==> config.mk <==
export PLATFORM = sky130hd
export DESIGN_NAME = ram_1p_arbiter
export DESIGN_NICKNAME = d
export VERILOG_FILES = /design/src/rtl/ram_arb_pkg.sv /design/src/rtl/ram_arb_rr_pick.sv /design/src/rtl/ram_1p_arbiter.sv
export SDC_FILE = /design/constraint.sdc
export NUM_CORES = 1
export LEC_CHECK = 0
export ABC_AREA = 1
export CORE_AREA = 2 2 109 111
export CTS_BUF_LIST = sky130_fd_sc_hd__clkbuf_2
export DETAILED_ROUTE_END_ITERATION = 6
export DIE_AREA = 0 0 111 113
export PLACE_DENSITY_LB_ADDON = 0.2
export SLEW_MARGIN = 20
export SYNTH_ARGS = -nofsm -noshare
export SYNTH_HDL_FRONTEND = slang
export SYNTH_SLANG_ARGS = --single-unit
export TNS_END_PERCENT = 30
==> constraint.sdc <==
create_clock -name clk_i -period 1.9 [get_ports clk_i]
set_input_delay 0.19 -clock clk_i [delete_from_list [all_inputs] [get_ports clk_i]]
set_output_delay 0.19 -clock clk_i [all_outputs]
set_load 0.005 [all_outputs]
==> src/rtl/ram_arb_pkg.sv <==
// Shared types and helpers for the single-port RAM arbiter.
//   host_idx_w : width of a host index for a given host count (minimum 1)
//   ram_req_t  : one host's request fields (we, be, addr, wdata)
//   ram_rsp_t  : response fields routed back to a host (rvalid, err, rdata)
package ram_arb_pkg;

  function automatic int host_idx_w(input int n);
    return (n < 2) ? 1 : $clog2(n);
  endfunction

  typedef struct packed {
    logic        we;
    logic [3:0]  be;
    logic [31:0] addr;
    logic [31:0] wdata;
  } ram_req_t;

  typedef struct packed {
    logic        rvalid;
    logic        err;
    logic [31:0] rdata;
  } ram_rsp_t;

endpackage

==> src/rtl/ram_arb_rr_pick.sv <==
// Combinational rotate-priority picker.
//   req : request vector, one bit per host
//   ptr : index of the highest-priority host this cycle
//   gnt : one-hot grant (zero when nobody requests)
//   idx : index of the granted host (0 when nobody requests)
//   any : at least one request was granted
module ram_arb_rr_pick #(
  parameter int N    = 2,
  parameter int IdxW = 1
) (
  input  logic [N-1:0]    req,
  input  logic [IdxW-1:0] ptr,
  output logic [N-1:0]    gnt,
  output logic [IdxW-1:0] idx,
  output logic            any
);

  int unsigned     cand;
  logic [IdxW-1:0] cand_idx;

  always_comb begin
    gnt      = '0;
    idx      = '0;
    any      = 1'b0;
    cand     = 0;
    cand_idx = '0;
    // Walk the hosts starting at ptr; ptr is always < N so a single
    // subtraction is enough to wrap.
    for (int i = 0; i < N; i++) begin
      cand = int'(ptr) + i;
      if (cand >= N) begin
        cand = cand - N;
      end
      cand_idx = IdxW'(cand);
      if (!any && req[cand_idx]) begin
        any = 1'b1;
        idx = cand_idx;
      end
    end
    if (any) begin
      gnt[idx] = 1'b1;
    end
  end

endmodule

==> src/rtl/ram_1p_arbiter.sv <==
// Round-robin arbiter sharing one single-port RAM (1-cycle read latency)
// between NumHosts requesters. Out-of-range word addresses are not forwarded
// to the RAM; they are answered with an error response on the same timing.
//   clk_i / rst_i      : clock, asynchronous active-high reset
//   host_req_i..wdata  : per-host request channel, host_gnt_o grants same cycle
//   host_rvalid_o/err  : per-host response, one cycle after the grant
//   host_rdata_o       : read data broadcast to all hosts
//   dev_*              : request/response channel to the RAM
module ram_1p_arbiter
  import ram_arb_pkg::*;
#(
  parameter int NumHosts = 2,
  parameter int Depth    = 128
) (
  input  logic                      clk_i,
  input  logic                      rst_i,
  input  logic [NumHosts-1:0]       host_req_i,
  output logic [NumHosts-1:0]       host_gnt_o,
  input  logic [NumHosts-1:0]       host_we_i,
  input  logic [NumHosts-1:0][3:0]  host_be_i,
  input  logic [NumHosts-1:0][31:0] host_addr_i,
  input  logic [NumHosts-1:0][31:0] host_wdata_i,
  output logic [NumHosts-1:0]       host_rvalid_o,
  output logic [NumHosts-1:0]       host_err_o,
  output logic [31:0]               host_rdata_o,
  output logic                      dev_req_o,
  output logic                      dev_we_o,
  output logic [3:0]                dev_be_o,
  output logic [31:0]               dev_addr_o,
  output logic [31:0]               dev_wdata_o,
  input  logic                      dev_rvalid_i,
  input  logic [31:0]               dev_rdata_i
);

  localparam int IdxW = host_idx_w(NumHosts);

  if (NumHosts < 2) begin : g_bad_num_hosts
    $error("ram_1p_arbiter: NumHosts must be at least 2");
  end

  logic [IdxW-1:0] rr_ptr_q;
  logic            pend_valid_q;
  logic [IdxW-1:0] pend_host_q;
  logic            pend_err_q;

  ram_req_t        host_req [NumHosts];
  ram_req_t        sel_req;
  ram_rsp_t        rsp;
  logic [NumHosts-1:0] req_masked;
  logic [IdxW-1:0] gnt_idx;
  logic            gnt_any;
  logic            in_range;

  for (genvar gi = 0; gi < NumHosts; gi++) begin : g_host_req
    assign host_req[gi] = '{
      we:    host_we_i[gi],
      be:    host_be_i[gi],
      addr:  host_addr_i[gi],
      wdata: host_wdata_i[gi]
    };
  end

  // No grants while reset is held, so nothing is accepted into the pipeline.
  assign req_masked = host_req_i & {NumHosts{~rst_i}};

  ram_arb_rr_pick #(
    .N    (NumHosts),
    .IdxW (IdxW)
  ) u_pick (
    .req (req_masked),
    .ptr (rr_ptr_q),
    .gnt (host_gnt_o),
    .idx (gnt_idx),
    .any (gnt_any)
  );

  assign sel_req  = host_req[gnt_idx];
  assign in_range = sel_req.addr[31:2] < 30'(Depth);

  assign dev_req_o   = gnt_any & in_range;
  assign dev_we_o    = dev_req_o & sel_req.we;
  assign dev_be_o    = dev_req_o ? sel_req.be    : 4'h0;
  assign dev_addr_o  = dev_req_o ? sel_req.addr  : 32'h0;
  assign dev_wdata_o = dev_req_o ? sel_req.wdata : 32'h0;

  always_ff @(posedge clk_i or posedge rst_i) begin
    if (rst_i) begin
      rr_ptr_q     <= '0;
      pend_valid_q <= 1'b0;
      pend_host_q  <= '0;
      pend_err_q   <= 1'b0;
    end else begin
      if (gnt_any) begin
        rr_ptr_q <= (gnt_idx == IdxW'(NumHosts - 1)) ? '0 : gnt_idx + IdxW'(1);
      end
      // Overwritten every cycle: at most one transaction is ever in flight.
      pend_valid_q <= gnt_any;
      pend_host_q  <= gnt_idx;
      pend_err_q   <= gnt_any & ~in_range;
    end
  end

  // Error responses do not wait for the RAM, which never saw the request.
  assign rsp.rvalid = pend_valid_q & (dev_rvalid_i | pend_err_q);
  assign rsp.err    = pend_err_q;
  assign rsp.rdata  = pend_err_q ? 32'h0 : dev_rdata_i;

  for (genvar gi = 0; gi < NumHosts; gi++) begin : g_host_rsp
    assign host_rvalid_o[gi] = rsp.rvalid & (pend_host_q == IdxW'(gi));
    assign host_err_o[gi]    = host_rvalid_o[gi] & rsp.err;
  end

  assign host_rdata_o = rsp.rdata;

  a_gnt_onehot0 : assert property (@(posedge clk_i) disable iff (rst_i)
    $onehot0(host_gnt_o));
  a_rvalid_onehot0 : assert property (@(posedge clk_i) disable iff (rst_i)
    $onehot0(host_rvalid_o));
  a_rvalid_after_req : assert property (@(posedge clk_i) disable iff (rst_i)
    dev_rvalid_i |-> $past(dev_req_o));
  a_no_stray_rvalid : assert property (@(posedge clk_i) disable iff (rst_i)
    dev_rvalid_i |-> (pend_valid_q && !pend_err_q));

endmodule

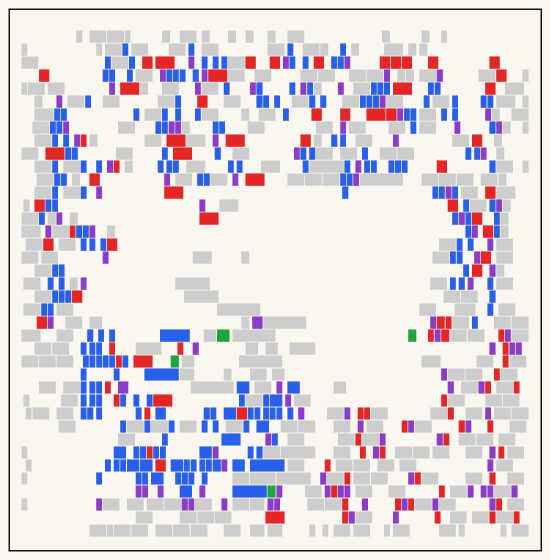
(logic cells by family)
- NAND gates: blue (cells 223; most used nand2_1; where all over the die)
- inverters: purple (cells 102; most used inv_1; where all over the die)
- inverting AOI/OAI gates: green (cells 4; most used o21ai_0)
- NOR gates: red (cells 94; most used nor2_1; where all over the die)
logic share of the area: 32.38%
final std cells w/o fill: 874
most frequent logic cell in the layout: clkdlybuf4s50_1

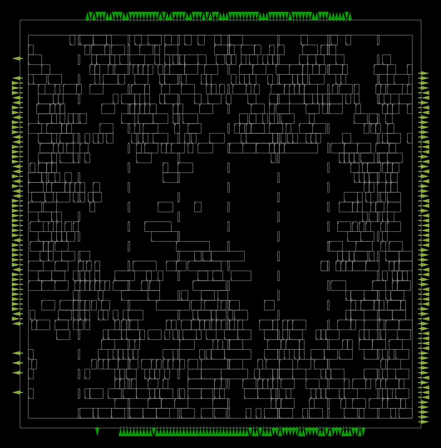
(placed standard cells)
# Taps: 143
fin util: 44.36%
Filler cells: 1196

==> impl_metrics.py <==
# Flow results
metrics = {
    "floorplanning": {
        "die_area_mm2": 0.01254,
        "core-area_mm2": 0.01127,
    },
    "clock_network": {
        "cts-root-buf": "clkbuf_2",
        "cts_sinks": 4,
    },
    "synth": {
        "most_common_cell": "nand2_1",
        "synth_cell_types": 23,
        "yosysTopAreaCell": "nand2_1",
    },
    "route": {
        "dr_wl_met2_um": 5451,
        "dr.max_layer_used": "met4",
        "first_pass_iters": 4,
    },
    "final_layout": {
        "seq-cell-share_pct": 2.002,
    },
    "final_timing": {
        "fmax_mhz": 440.4,
        "fin_ws_ps": -370.8,
        "setup_viol": 47,
    },
    "power_and_ir_drop": {
        "seq_power_w": 0.0000979,
        "clkPwrFrac_pct": 7.2,
        "comb_cell_power_w": 0.000893,
        "comb_power_share_pct": 83.6,
    },
    "run_status": {
        "violations": "setup timing",
        "outcome": "finished with violations",
    },
    "global_route": {
        "grt_usage_pct": 14.48,
        "grt_pass1_vias": 3148,
        "gr-usage-met1_pct": 16.03,
    },
    "setup_path": {
        "required_ps": 1710,
    },
}
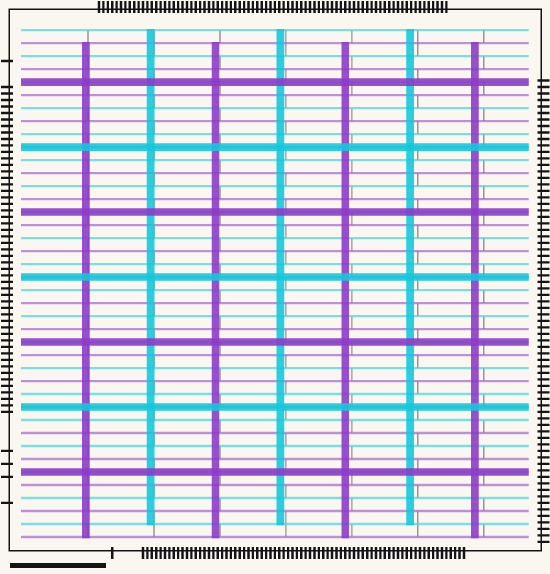
(PDN straps and rails)
Scale bar: 20 µm. Pins as bars on the die edge. Tap cells in gray.
- VDD: cyan
- VSS: purple
- met5 straps: 7
- met4 straps: 7

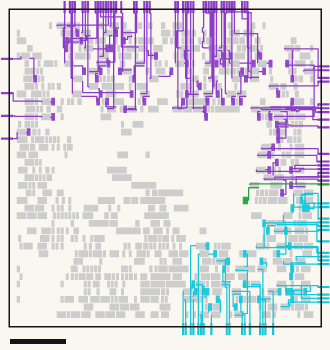
(wires at chosen ports, followed through buffers)
Scale bar: 20 µm.
- dev_rdata_i: cyan (bits 32; direction input; edge 17 south, 15 east; end cells 32; buffers 32; wire 644 µm)
- host_wdata_i: purple (bits 64; direction input; edge 44 north, 16 east, 4 west; end cells 64; buffers 64; wire 1680 µm)
- dev_rvalid_i: green (bits 1; direction input; edge east; end cells 1; buffers 1; wire 34.8 µm)
Ports: 283
input/output buffers: 259

## critical path, cell delays in order (launching register included)
cell,delay [ps]
dfrtp_1,360
inv_4,60
nand2_8,120
clkbuf_16,160
nand3b_1,80
nand2_1,80
nand2_1,60
nor2_2,120
nand2_2,70
nor2_4,130
nand3_4,110
buf_6,150
clkbuf_16,160
nor2_2,70
buf_2,120
## kinds of logic after synthesis
family	count (synthesis)	synth area share, %
buffers and inverters	149	32.00
DFF	4	4.515
AOI/OAI and AO/OA	4	1.016
and+or+nand+nor	315	62.30
other	1	0.1691
## worst max path at each step
stage	slack (ps)	end	start	cells after the start
CTS	-780	dev_wdata_o[31]	rr_ptr_q	13
global placement	-850	dev_we_o	rst_i	13
global route	-510	dev_wdata_o[10]	rr_ptr_q	14
detailed placement	-900	dev_wdata_o[31]	rst_i	13
floorplan	80	dev_wdata_o[12]	rr_ptr_q	14
finish	-370	dev_wdata_o[5]	rr_ptr_q	14
## placed cells by master (no fill, tap or decap), types with 2 or more instances in the layout
master,instances
dlygate4sd2_1,4
nor3_1,2
clkbuf_2,7
buf_2,31
buf_8,3
nand3b_1,13
buf_12,5
inv_4,2
buf_4,7
clkbuf_16,2
dfrtp_1,4
nand2_8,3
conb_1,23
inv_1,98
nand2_1,203
inv_2,2
clkdlybuf4s15_2,7
nor2_4,15
buf_6,6
clkdlybuf4s50_1,207
nor2_2,33
o21ai_0,2
nor2_1,44
## timing repair
action | CTS | global route
setup buffers | 1 | 2
pin swaps | 1 | 6
hold buffers | 0 | 0
cloned | 1 | 4
endpoints found under the hold margin | 0 | 0
resized | 174 | 52
setup endpoints to repair | 49 | 50
## state kept, by name, summed over array words and instances (netlist names)
signal,count
pend_host_q,1
pend_err_q,1
rr_ptr_q,1
pend_valid_q,1
